[config.mk]
export PLATFORM = sky130hd
export DESIGN_NAME = perceptron_table_scheduler
export DESIGN_NICKNAME = d
export VERILOG_FILES = /design/src/rtl/global_parameters.sv /design/src/rtl/perceptron_table_scheduler_queue.sv /design/src/rtl/perceptron_table_scheduler.sv
export SDC_FILE = /design/constraint.sdc
export NUM_CORES = 2
export LEC_CHECK = 0
export CAP_MARGIN = 40
export CELL_PAD_IN_SITES_DETAIL_PLACEMENT = 0
export CELL_PAD_IN_SITES_GLOBAL_PLACEMENT = 1
export CORE_ASPECT_RATIO = 0.8
export CORE_UTILIZATION = 33
export DETAILED_ROUTE_END_ITERATION = 10
export GPL_TIMING_DRIVEN = 0
export HOLD_SLACK_MARGIN = 0.08
export PLACE_DENSITY = 0.68
export SYNTH_ARGS = -nofsm -noshare
export SYNTH_HDL_FRONTEND = slang
export SYNTH_SLANG_ARGS = --single-unit
[constraint.sdc]
create_clock -name clk -period 28.9 [get_ports clk]
set_input_delay 8.67 -clock clk [delete_from_list [all_inputs] [get_ports clk]]
set_output_delay 8.67 -clock clk [all_outputs]
set_load 0.02 [all_outputs]
[src/rtl/global_parameters.sv]
// Shared perceptron predictor parameters and types.
// Sizes for the weight tables and the table-access scheduler.
package global_parameters;

    localparam int PERCEPTRON_TABLE_NUM_ENTRIES = 2048;
    localparam int PERCEPTRON_NUM_WEIGHTS = 32;
    localparam int PERCEPTRON_WEIGHT_WIDTH = 10;
    localparam int NUM_TABLES = 4;

    localparam int PERCEPTRON_INDEX_WIDTH =
        $clog2(PERCEPTRON_TABLE_NUM_ENTRIES);
    localparam int PERCEPTRON_ROW_WIDTH =
        PERCEPTRON_NUM_WEIGHTS * PERCEPTRON_WEIGHT_WIDTH;

    localparam int SCHED_QUEUE_DEPTH = 4;
    localparam int SCHED_MAX_DEFER = 8;

    typedef struct packed {
        logic [PERCEPTRON_INDEX_WIDTH-1:0] index;
        logic [PERCEPTRON_ROW_WIDTH-1:0]   wdata;
    } train_entry_t;

endpackage

[src/rtl/perceptron_table_scheduler_queue.sv]
// In-order training write queue with a youngest-match
// associative lookup used for read forwarding.
module train_write_queue
    import global_parameters::*;
#(
    parameter int DEPTH = SCHED_QUEUE_DEPTH,
    parameter int IDX_W = PERCEPTRON_INDEX_WIDTH,
    parameter int ROW_W = PERCEPTRON_ROW_WIDTH,
    parameter int CNT_W = $clog2(DEPTH) + 1
) (
    input  logic             clk,
    input  logic             rst,
    input  logic             push_i,
    input  logic [IDX_W-1:0] push_index_i,
    input  logic [ROW_W-1:0] push_wdata_i,
    input  logic             pop_i,
    output logic [IDX_W-1:0] head_index_o,
    output logic [ROW_W-1:0] head_wdata_o,
    output logic [CNT_W-1:0] count_o,
    input  logic [IDX_W-1:0] lookup_index_i,
    output logic             lookup_hit_o,
    output logic [ROW_W-1:0] lookup_data_o
);

    localparam int PTR_W = $clog2(DEPTH);

    logic [IDX_W-1:0] idx_q [DEPTH];
    logic [ROW_W-1:0] row_q [DEPTH];
    logic [PTR_W-1:0] wr_ptr_q, wr_ptr_d;
    logic [PTR_W-1:0] rd_ptr_q, rd_ptr_d;
    logic [CNT_W-1:0] cnt_q, cnt_d;
    logic [PTR_W-1:0] lk_slot;

    always_comb begin
        wr_ptr_d = wr_ptr_q + PTR_W'(push_i);
        rd_ptr_d = rd_ptr_q + PTR_W'(pop_i);
        cnt_d    = cnt_q + CNT_W'(push_i) - CNT_W'(pop_i);
    end

    always_ff @(posedge clk or posedge rst) begin
        if (rst) begin
            wr_ptr_q <= '0;
            rd_ptr_q <= '0;
            cnt_q    <= '0;
        end else begin
            wr_ptr_q <= wr_ptr_d;
            rd_ptr_q <= rd_ptr_d;
            cnt_q    <= cnt_d;
        end
    end

    always_ff @(posedge clk) begin
        if (push_i) begin
            idx_q[wr_ptr_q] <= push_index_i;
            row_q[wr_ptr_q] <= push_wdata_i;
        end
    end

    // Walk oldest to youngest so the last match left standing is youngest.
    always_comb begin
        lookup_hit_o  = 1'b0;
        lookup_data_o = '0;
        lk_slot       = '0;
        for (int k = 0; k < DEPTH; k++) begin
            lk_slot = rd_ptr_q + PTR_W'(k);
            if (CNT_W'(k) < cnt_q && idx_q[lk_slot] == lookup_index_i) begin
                lookup_hit_o  = 1'b1;
                lookup_data_o = row_q[lk_slot];
            end
        end
    end

    assign head_index_o = idx_q[rd_ptr_q];
    assign head_wdata_o = row_q[rd_ptr_q];
    assign count_o      = cnt_q;

endmodule

[src/rtl/perceptron_table_scheduler.sv]
// Single-port weight-table arbiter: prediction reads win, training
// writes are queued, forced after a defer bound, and forwarded to reads.
module perceptron_table_scheduler
    import global_parameters::*;
#(
    parameter int IDX_W       = PERCEPTRON_INDEX_WIDTH,
    parameter int ROW_W       = PERCEPTRON_ROW_WIDTH,
    parameter int QUEUE_DEPTH = SCHED_QUEUE_DEPTH,
    parameter int MAX_DEFER   = SCHED_MAX_DEFER,
    parameter int CNT_W       = $clog2(QUEUE_DEPTH) + 1
) (
    input  logic             clk,
    input  logic             rst,
    input  logic             pred_valid,
    input  logic [IDX_W-1:0] pred_index,
    output logic             pred_grant,
    output logic             pred_stall,
    input  logic             train_valid,
    output logic             train_ready,
    input  logic [IDX_W-1:0] train_index,
    input  logic [ROW_W-1:0] train_wdata,
    output logic             tbl_en,
    output logic             tbl_we,
    output logic [IDX_W-1:0] tbl_index,
    output logic [ROW_W-1:0] tbl_wdata,
    output logic             fwd_hit,
    output logic [ROW_W-1:0] fwd_data,
    output logic [CNT_W-1:0] queue_count
);

    localparam int DEF_W = $clog2(MAX_DEFER + 1);

    logic [CNT_W-1:0] q_count;
    logic [IDX_W-1:0] head_idx;
    logic [ROW_W-1:0] head_row;
    logic             lk_hit;
    logic [ROW_W-1:0] lk_row;
    logic             q_empty, q_full, force_wr;
    logic             grant, wr_issue, push;
    logic [DEF_W-1:0] defer_q, defer_d;
    logic             fwd_hit_q, fwd_hit_d;
    logic [ROW_W-1:0] fwd_data_q, fwd_data_d;

    assign train_ready = q_count < CNT_W'(QUEUE_DEPTH);
    assign push        = train_valid && train_ready;

    train_write_queue #(
        .DEPTH (QUEUE_DEPTH),
        .IDX_W (IDX_W),
        .ROW_W (ROW_W),
        .CNT_W (CNT_W)
    ) u_queue (
        .clk            (clk),
        .rst            (rst),
        .push_i         (push),
        .push_index_i   (train_index),
        .push_wdata_i   (train_wdata),
        .pop_i          (wr_issue),
        .head_index_o   (head_idx),
        .head_wdata_o   (head_row),
        .count_o        (q_count),
        .lookup_index_i (pred_index),
        .lookup_hit_o   (lk_hit),
        .lookup_data_o  (lk_row)
    );

    always_comb begin
        q_empty  = q_count == '0;
        q_full   = q_count == CNT_W'(QUEUE_DEPTH);
        force_wr = !q_empty && (q_full || defer_q == DEF_W'(MAX_DEFER));
        grant    = !rst && pred_valid && !force_wr;
        wr_issue = !rst && !q_empty && !grant;
    end

    always_comb begin
        pred_grant = grant;
        pred_stall = !rst && pred_valid && !grant;
        tbl_en     = grant || wr_issue;
        tbl_we     = wr_issue;
        tbl_index  = '0;
        tbl_wdata  = '0;
        if (wr_issue) begin
            tbl_index = head_idx;
            tbl_wdata = head_row;
        end else if (grant) begin
            tbl_index = pred_index;
        end
    end

    always_comb begin
        defer_d = defer_q;
        if (wr_issue || q_empty) begin
            defer_d = '0;
        end else if (defer_q != DEF_W'(MAX_DEFER)) begin
            defer_d = defer_q + 1'b1;
        end
        fwd_hit_d  = grant && lk_hit;
        fwd_data_d = fwd_hit_d ? lk_row : fwd_data_q;
    end

    always_ff @(posedge clk or posedge rst) begin
        if (rst) begin
            defer_q    <= '0;
            fwd_hit_q  <= 1'b0;
            fwd_data_q <= '0;
        end else begin
            defer_q    <= defer_d;
            fwd_hit_q  <= fwd_hit_d;
            fwd_data_q <= fwd_data_d;
        end
    end

    assign fwd_hit     = fwd_hit_q;
    assign fwd_data    = fwd_data_q;
    assign queue_count = q_count;

endmodule

**Placed standard cells**

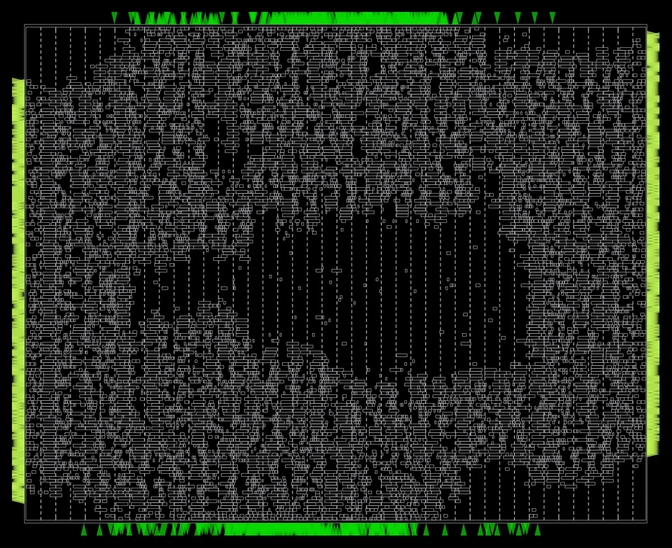
core footprint: 265800 um2
fin cells: 13070
Final Util: 0.4193

**Pin map**

Pins as bars across the die edge, other pins in grey.
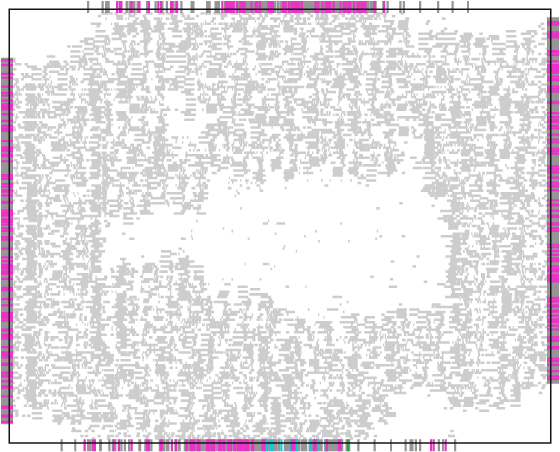
colour	port	pins	direction	edge
green	pred_valid	1	input	bottom
magenta	tbl_wdata	320	output	98 right, 95 left, 71 top, 56 bottom
cyan	train_index	11	input	bottom
all pins by edge	289 left, 289 right, 215 bottom, 213 top

**Port wiring**

Drawn at 1 px/um.
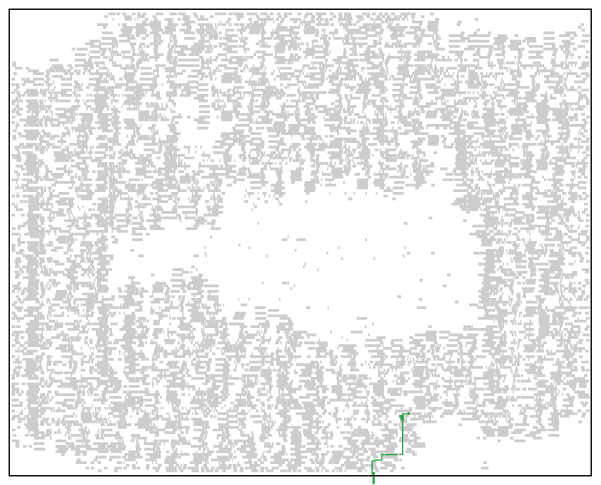
colour	port	direction	edge	end cells	buffers	wire
green	pred_valid	input	bottom	4	1	99.9 um

**Metal layers overlaid**

Drawn at 1 px/um. Two of the layers only.
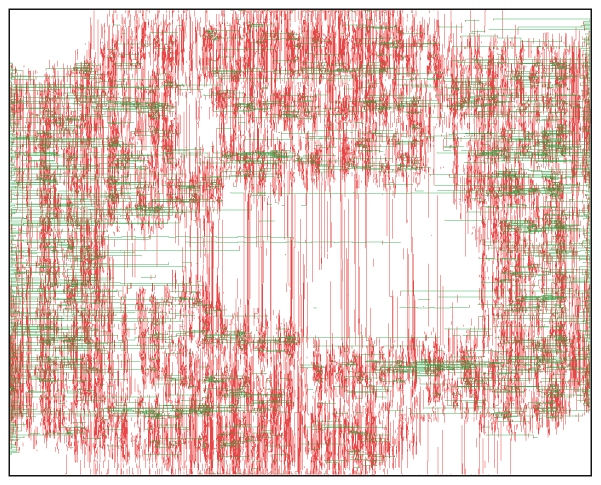
colour	layer	wire length
green	M3	45.6 mm
red	M2	175 mm

==> impl_metrics.py <==
# Synthesis and PnR figures
metrics = {
    "final_layout": {
        "n_all_buffers": 1838,
        "syn2layout_area_growth_pct": 26.10,
        "diodes": 51,
        "largest_class": "flip-flops and latches",
        "seq_share": 0.4313,
        "fin_nets": 9713,
        "drive_gt1_frac": 0.1569,
        "flop_area_um2": 48070,
    },
    "setup_path": {
        "crit_family": "buffers and inverters",
        "endpoint_kind": "primary output",
        "path_cells": "clkdlybuf4s50_1, inv_8, nand3_1, buf_16, clkbuf_2, buf_12, clkbuf_1, nor2_1, clkdlybuf4s50_1",
        "worst-path-buf-inv": 7,
        "critPathRequiredTime_ps": 20230,
        "slowest_delay_ps": 740,
    },
    "detailed_routing": {
        "drt-initial-drc-count": 9432,
        "top_layer": "met5",
        "ant_nets": 0,
        "dr_wl_met3_um": 45590,
        "m1WireLength_um": 164200,
        "vias": 77040,
        "wl_per_cell_um": 30.92,
    },
    "synthesis": {
        "synthTopCellsByArea": "edfxtp_1 (45%), dfrtp_1 (9.4%), mux2_2 (8.2%)",
        "synth_top_flop_cell": "edfxtp_1",
        "async_reset_ff_frac": 0.2005,
        "ys_types": 49,
        "synthTopCellsByCount": "edfxtp_1 (1324), nor2_1 (1296), a21oi_1 (963), mux2i_1 (678), nand2_1 (660)",
        "ys_cells": 8059,
        "ys_warn_count": 0,
        "avgSynthCellArea_um2": 10.97,
        "synth_top_area_share": 0.4498,
        "ys_sh_mux": 0.1628,
    },
    "pwr": {
        "ir_drop_v": 0.00005954,
        "combinationalPowerShare": 0.497,
        "power_switching_w": 0.004762,
        "p_total_w": 0.01097,
        "power.density_nw_per_um2": 98.45,
        "p_int_w": 0.006210,
        "p_clk_w": 0.00252,
        "pg_seq_w": 0.00299,
        "pg_comb_w": 0.00546,
    },
    "clock_network": {
        "cts_hold_buf": 0,
        "clkTransAtPathRegs_ps": 50,
        "insertion_delay_ps": 870,
        "cts_max_level": 4,
    },
    "placement": {
        "dp.cells": 12670,
        "dpl_cell_area_um2": 104900,
        "gp_congestion": 0.9173,
    },
    "status": {
        "status": "completed",
    },
    "sta": {
        "hold_viol": 0,
        "worst_slack_ps": 7734,
        "finalCritPeriodShare": 0.7324,
        "relSlewSlack": 0.3704,
        "holdWs_ps": 478.4,
    },
    "grt": {
        "grt_pass1_vias": 74870,
        "grt_pass1_wl_um": 563300,
        "grtUsageTotal": 0.2872,
    },
    "min_path": {
        "min_path_type": "register to register",
    },
    "die": {
        "fp-utilization": 0.3325,
    },
}
## cells in the final DEF, fill, tap and decap left out, types with 16 or more instances in the layout
cell type | synthesis | layout
a21oi_1 | 963 | 963
buf_1 | 61 | 61
buf_12 | 0 | 21
buf_16 | 0 | 33
buf_2 | 160 | 161
buf_6 | 13 | 27
buf_8 | 0 | 43
bufinv_16 | 0 | 27
clkbuf_1 | 490 | 511
clkbuf_16 | 0 | 192
clkbuf_2 | 0 | 25
clkdlybuf4s50_1 | 0 | 994
clkinv_2 | 0 | 36
dfrtp_1 | 332 | 332
diode_2 | 0 | 51
edfxtp_1 | 1324 | 1324
mux2_2 | 643 | 643
mux2i_1 | 678 | 678
mux4_2 | 16 | 16
nand2_1 | 660 | 660
nor2_1 | 1296 | 1294
o21ai_0 | 325 | 325
o221a_1 | 108 | 108
o221a_2 | 213 | 213
o22ai_1 | 323 | 323
o31ai_1 | 320 | 320
xnor2_1 | 30 | 30
xor2_1 | 20 | 20
## flip-flops by register name (all words and copies together) (netlist names)
signal            cells
u_queue.count_o       3
u_queue.rd_ptr_q      2
fwd_data            320
u_queue.idx_q        44
u_queue.row_q      1280
defer_q               4
fwd_hit               1
u_queue.wr_ptr_q      2
## path summary, 6_finish.rpt
kind                                           from        endpoint  slack (ps)  depth (start not counted)
worst min register to register        fwd_data[167]   fwd_data[167]         480                          2
worst max register to register  u_queue.rd_ptr_q[1]   fwd_data[177]       23720                         15
worst max-delay path                            rst  tbl_wdata[308]        7730                          9
worst min-delay path                  fwd_data[167]   fwd_data[167]         480                          2
min in group asynchronous                       rst    fwd_data[25]        8320                          2
max in group asynchronous                       rst   fwd_data[127]       18830                          5
## per-layer routing
metal  GRT usage  vias to the layer above
li1            -                    32890
met1      0.3760                    38450
met2      0.4332                     4767
met3     0.09122                      854
met4      0.1277                       70
met5           0                        -
Power is estimated from default activity; no workload was simulated.
